[src/rtl/bitserial_pkg.sv]
// bitserial_pkg: shared types and defaults for the bit-serial datapath and its decoder
//   WIDTH_DEF : default data width of the accumulator, operand register and switch word
//   region_e  : which shift register the GPR strobes address (A or B)
//   src_e     : serial source select (accumulator LSB or a switch bit)
//   alu_e     : serial ALU mode (full add or pass-through)
package bitserial_pkg;
   localparam int WIDTH_DEF = 8;
   typedef enum logic {REG_A = 1'b0, REG_B = 1'b1} region_e;
   typedef enum logic {SRC_ACC = 1'b0, SRC_SW = 1'b1} src_e;
   typedef enum logic {ALU_ADD = 1'b0, ALU_PASS = 1'b1} alu_e;
   function automatic logic maj(input logic x, input logic y, input logic z);
      return (x & y) | (x & z) | (y & z);
   endfunction
endpackage

[src/rtl/serial_adder_bit.sv]
// serial_adder_bit: combinational one-bit full adder for the serial datapath
//   a, b, ci : addend bits and incoming carry
//   s        : sum bit
//   co       : carry-out (majority of the three inputs)
module serial_adder_bit
   import bitserial_pkg::*;
(
   input  logic a,
   input  logic b,
   input  logic ci,
   output logic s,
   output logic co
);
   assign s  = a ^ b ^ ci;
   assign co = maj(a, b, ci);
endmodule

[src/rtl/bitserial_datapath.sv]
// bitserial_datapath: LSB-first bit-serial accumulator/operand datapath with serial adder
//   i_clk, i_rst_n   : clock and synchronous active-low reset
//   i_switches       : switch word sampled one bit per cycle during Load
//   i_con_mux8       : index of the switch bit presented this cycle
//   i_con_mux        : source select (1 = switch bit, 0 = A[0])
//   i_con_muxalu     : ALU select (1 = pass source, 0 = add)
//   i_con_gpr_region : shifted region (0 = A, 1 = B)
//   i_con_gpr_write  : region A only, 1 = shift in ALU bit, 0 = rotate
//   i_con_gpr_shift  : shift enable for the selected region
//   i_con_pcincr     : instruction-complete strobe, clears the carry
//   o_acc, o_regb    : accumulator A and operand B
//   o_cout           : carry-out of the last completed add
//   o_busy_bit       : current serial ALU bit
module bitserial_datapath
   import bitserial_pkg::*;
#(
   parameter int WIDTH = WIDTH_DEF,
   parameter int SELW  = $clog2(WIDTH)
)
(
   input  logic             i_clk,
   input  logic             i_rst_n,
   input  logic [WIDTH-1:0] i_switches,
   input  logic [SELW-1:0]  i_con_mux8,
   input  logic             i_con_mux,
   input  logic             i_con_muxalu,
   input  logic             i_con_gpr_region,
   input  logic             i_con_gpr_write,
   input  logic             i_con_gpr_shift,
   input  logic             i_con_pcincr,
   output logic [WIDTH-1:0] o_acc,
   output logic [WIDTH-1:0] o_regb,
   output logic             o_cout,
   output logic             o_busy_bit
);
   logic [WIDTH-1:0] acc, regb, acc_n, regb_n, sw_shift;
   logic carry, carry_n, cout_n, src, sum, cy_n, alu_bit, add_shift;
   region_e region;
   src_e    src_sel;
   alu_e    alu_sel;

   assign region  = region_e'(i_con_gpr_region);
   assign src_sel = src_e'(i_con_mux);
   assign alu_sel = alu_e'(i_con_muxalu);

   // Shifting instead of indexing makes an out-of-range select read as 0.
   assign sw_shift = i_switches >> i_con_mux8;
   assign src      = (src_sel == SRC_SW) ? sw_shift[0] : acc[0];

   serial_adder_bit u_add (
      .a  (src),
      .b  (regb[0]),
      .ci (carry),
      .s  (sum),
      .co (cy_n)
   );

   assign alu_bit    = (alu_sel == ALU_PASS) ? src : sum;
   assign o_busy_bit = alu_bit;
   assign add_shift  = i_con_gpr_shift && region == REG_A && i_con_gpr_write && alu_sel == ALU_ADD;

   // The non-selected register rotates while the other one shifts, so a full
   // WIDTH-cycle pass leaves it as it was.
   always_comb begin
      acc_n   = acc;
      regb_n  = regb;
      if (i_con_gpr_shift) begin
         acc_n  = (region == REG_A && i_con_gpr_write) ? {alu_bit, acc[WIDTH-1:1]} : {acc[0], acc[WIDTH-1:1]};
         regb_n = (region == REG_B) ? {alu_bit, regb[WIDTH-1:1]} :
                  i_con_gpr_write   ? {regb[0], regb[WIDTH-1:1]} : regb;
      end
      carry_n = (i_con_pcincr || (i_con_gpr_shift && alu_sel == ALU_PASS)) ? 1'b0 :
                add_shift ? cy_n : carry;
      // The last add bit coincides with pcincr; latch its carry before the clear.
      cout_n  = (i_con_pcincr && add_shift) ? cy_n : o_cout;
   end

   always_ff @(posedge i_clk) begin
      if (!i_rst_n) begin
         acc    <= '0;
         regb   <= '0;
         carry  <= 1'b0;
         o_cout <= 1'b0;
      end else begin
         acc    <= acc_n;
         regb   <= regb_n;
         carry  <= carry_n;
         o_cout <= cout_n;
      end
   end

   assign o_acc  = acc;
   assign o_regb = regb;
endmodule

[config.mk]
export PLATFORM = sky130hd
export DESIGN_NAME = bitserial_datapath
export DESIGN_NICKNAME = d
export VERILOG_FILES = /design/src/rtl/bitserial_pkg.sv /design/src/rtl/serial_adder_bit.sv /design/src/rtl/bitserial_datapath.sv
export SDC_FILE = /design/constraint.sdc
export NUM_CORES = 1
export LEC_CHECK = 0
export CORE_MARGIN = 5
export CORE_UTILIZATION = 43
export CTS_BUF_LIST = sky130_fd_sc_hd__clkbuf_4 sky130_fd_sc_hd__clkbuf_8
export DETAILED_ROUTE_END_ITERATION = 10
export PLACE_DENSITY = 0.93
export SYNTH_ARGS = -nofsm -noshare
export SYNTH_HDL_FRONTEND = slang
export SYNTH_SLANG_ARGS = --single-unit
export TNS_END_PERCENT = 20
[constraint.sdc]
create_clock -name i_clk -period 2.6 [get_ports i_clk]
set_input_delay 0.26 -clock i_clk [delete_from_list [all_inputs] [get_ports i_clk]]
set_output_delay 0.26 -clock i_clk [all_outputs]
set_load 0.01 [all_outputs]
Drive-strength map:
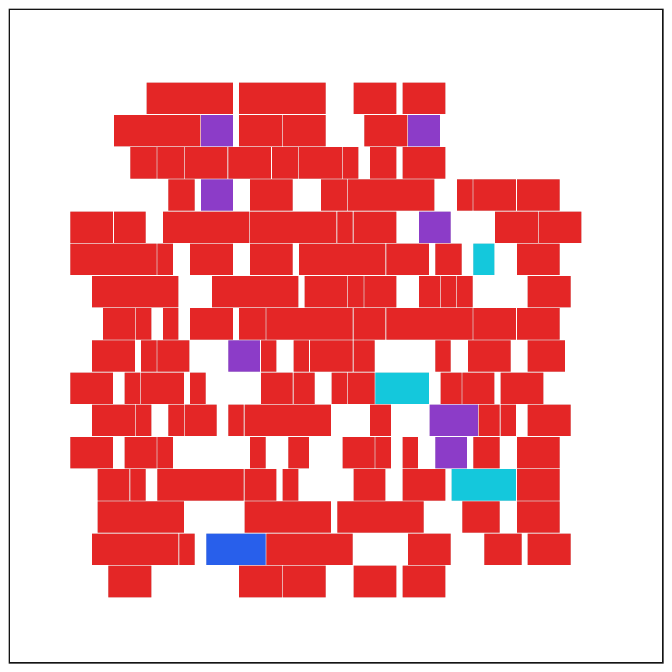
- cyan: _2 cells (cells 3)
- red: _0 and _1 cells (cells 124)
- purple: _3 and _4 cells (cells 7)
- blue: _6 and larger (cells 1)

Routed clock nets over the placement:
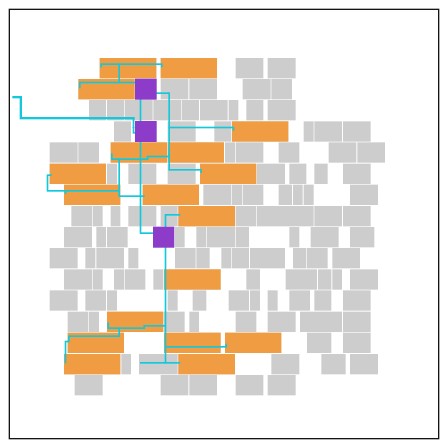
- purple: clock drivers (count 3)
- orange: flip-flops (count 18)
- cyan: clock wires (length 171 um)
- routed clock nets: 4

Placed cells, one color a class:
Scale bar: 20 um.
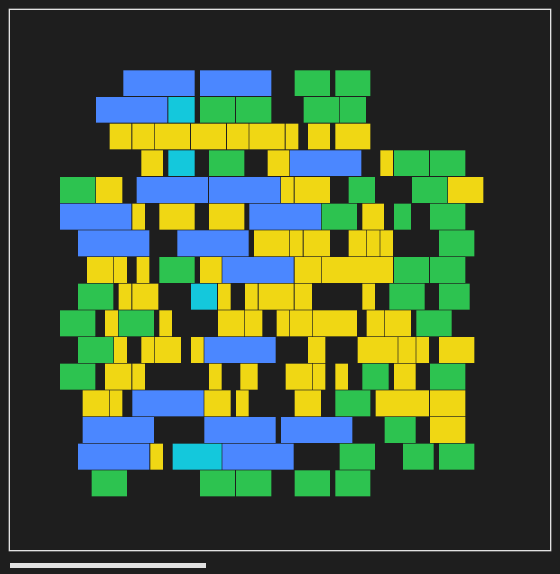
- blue: flops (cells 18; share of their area 29%)
- cyan: clock drivers and dummy loads (cells 4; share of their area 2.9%)
- green: other buffers and delay cells (cells 39; share of their area 30%)
- yellow: combinational and other logic (cells 74; share of their area 39%)

The clock network:
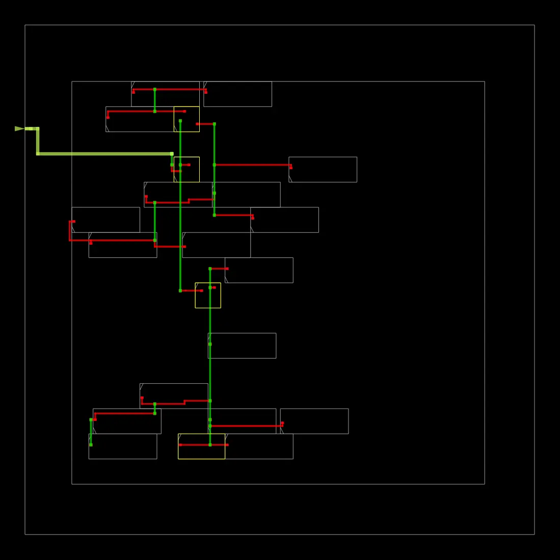
TritonCTS buffer count: 3
clock network power consumption: 0.164 mW
worst clock skew on the final layout: 4.183 ps
number of clock sinks: 18

==> results_tabular.tex <==
% Yosys + OpenROAD metrics
\begin{tabular}{lr}
\hline
Metric & Value \\
\hline
\multicolumn{2}{l}{\textbf{Status}} \\
Run status & finished clean \\
\multicolumn{2}{l}{\textbf{Route}} \\
First-pass DRT Iterations & 4 \\
Post-Route WL & 2182 um \\
Tally of nets with antenna violations remaining after routing & 0 \\
Initial drt markers & 16 \\
Vias post-DR & roughly 800 \\
\multicolumn{2}{l}{\textbf{Timing}} \\
Setup repair after global routing missed its margin & no \\
Hold WS & 477.6 ps \\
Fin. max-slew vios & 0 \\
\multicolumn{2}{l}{\textbf{Synth}} \\
Synth Seq Share & 0.4126 \\
Share of synthesized area spent on multiplexers & 0.1261 \\
Area of the synthesized netlist per yosys stat & slightly below 900 um2 \\
Top cells by area & dfxtp\_1 41\%, mux2i\_1 13\%, nand2\_1 8.6\%, a21boi\_0 6.9\%, nor2b\_1 6.4\% \\
Dominant kind of combinational cell & simple AND/OR/NAND/NOR gates \\
Number of nets in the synthesized netlist & 116 \\
Area share of the largest cell type after synthesis & 0.4126 \\
Gate Count Post-Synth & 96 \\
Tally of unique sky130hd cells used after synthesis & 26 \\
Count of flip-flops with a built-in enable after synthesis & 0 \\
\multicolumn{2}{l}{\textbf{Finish}} \\
Top Layout Cells & 32 x clkdlybuf4s50\_1, 20 x nand2\_1, 18 x dfxtp\_1, 11 x mux2i\_1, 9 x nor2b\_1 \\
Most common cell after layout, fill and taps aside & clkdlybuf4s50\_1 \\
Ratio of cells with drive above 1 in the final layout & 0.08148 \\
Final Net Count & 156 \\
Fraction of the core area covered by cells at the end of the flow & 0.6643 \\
Fill cells & 177 \\
\multicolumn{2}{l}{\textbf{Die}} \\
Total die size & 3032 um2 \\
Die Y-Extent & 55.07 um \\
Horizontal die size & 55.07 um \\
Fp util & 0.4497 \\
Number of cell rows & 16 \\
\multicolumn{2}{l}{\textbf{Power and ir drop}} \\
Worst voltage drop across the vdd grid & 0.0003740 V \\
Ratio of total power to cell area & $\sim$420 nW/um2 \\
\multicolumn{2}{l}{\textbf{GRT}} \\
Met2 demand-to-capacity share in global routing & 0.2894 \\
Global routing usage summed across all routing layers & 0.1515 \\
Total overflow reported by the global router & 0 \\
\multicolumn{2}{l}{\textbf{Placed design}} \\
Count of buffers from port buffering & 36 \\
Total instance count after detailed placement & between 150 and 200 \\
\multicolumn{2}{l}{\textbf{Job}} \\
Max Cap Violations & 0 \\
Tally of OpenROAD warnings & 26 \\
\multicolumn{2}{l}{\textbf{CTS}} \\
H-tree levels & 1 \\
Bufs on Longest Clock Path & 2 \\
\multicolumn{2}{l}{\textbf{Critical path}} \\
Critical path fanouts, max & 2 \\
Arr. time, crit path & $\sim$2200 ps \\
\hline
\end{tabular}
-- final cells by class --
cell class | instances | area [um2] | area share
multi-input combinational | 73 | 481.7 | 0.3734
timing repair buffer | 39 | 374.1 | 0.2900
sequential | 18 | 360.3 | 0.2793
clock buffer | 4 | 36.28 | 0.02813
tap | 27 | 33.78 | 0.02619
inverter | 1 | 3.754 | 0.002910
-- metrics by stage --
step	setup slack, ps	total power, mW
4_1_cts	28.44	0.5455
5_1_grt	20.76	0.5686
3_5_place_dp	-412.6	0.3855
6_report	144.7	0.5402
3_3_place_gp	-328.9	0.3827
2_1_floorplan	596.0	0.3330
-- cell usage after synthesis, drive strengths merged (2+ instances only) --
library cell   n
a21boi         8
buf            3
dfxtp         18
mux2i         11
nand2         20
nand3          3
nor2           6
nor2b          9
nor3b          2
o21ai          2
o311a          2
-- what timing repair did --
action,4_1_cts,5_1_grt
setup endpoints to repair,1,1
pin swaps,1,1
gates resized,5,1
-- final timing paths --
check	start	endpoint	slack, ps	depth (start not counted)
min	o_cout	o_cout	480	2
max	i_switches[1]	o_busy_bit	140	10
min reg2reg	o_cout	o_cout	480	2
max reg2reg	o_acc[0]	o_regb[7]	890	7
-- worst max-delay path, cell delays in order --
cell and delay, ps:
clkdlybuf4s50_1 460, mux2i_1 80, a221oi_2 300, nand3_1 110, nand2_1 80, fa_1 400, nor2_1 110, a21oi_1 60
or2_1 210, clkbuf_2 130
-- per-layer routing --
layer  share of wire  wire [um]
met3           0.096        209
met5               0          0
met1            0.39        861
met4               0          0
met2            0.51       1111
-- flip-flops by register name, summed over array words and instances, names as in the netlist --
register and flops:
o_acc 8, o_regb 8, carry 1, o_cout 1
-- logic make-up (layout without fill, tap and decap cells) --
kind of cell               after synthesis  count (layout)
AOI/OAI and AO/OA                       16              16
DFF                                     18              18
buffers and inverters                    5              44
and+or+nand+nor                         45              45
muxes                                   11              11
adders and majority gates                1               1
-- power by group --
group	internal (mW)	switching (mW)
Clock	0.0851	0.0791
Combinational	0.0539	0.0392
Sequential	0.280	0.00323
Power and IR drop assume default switching activity.
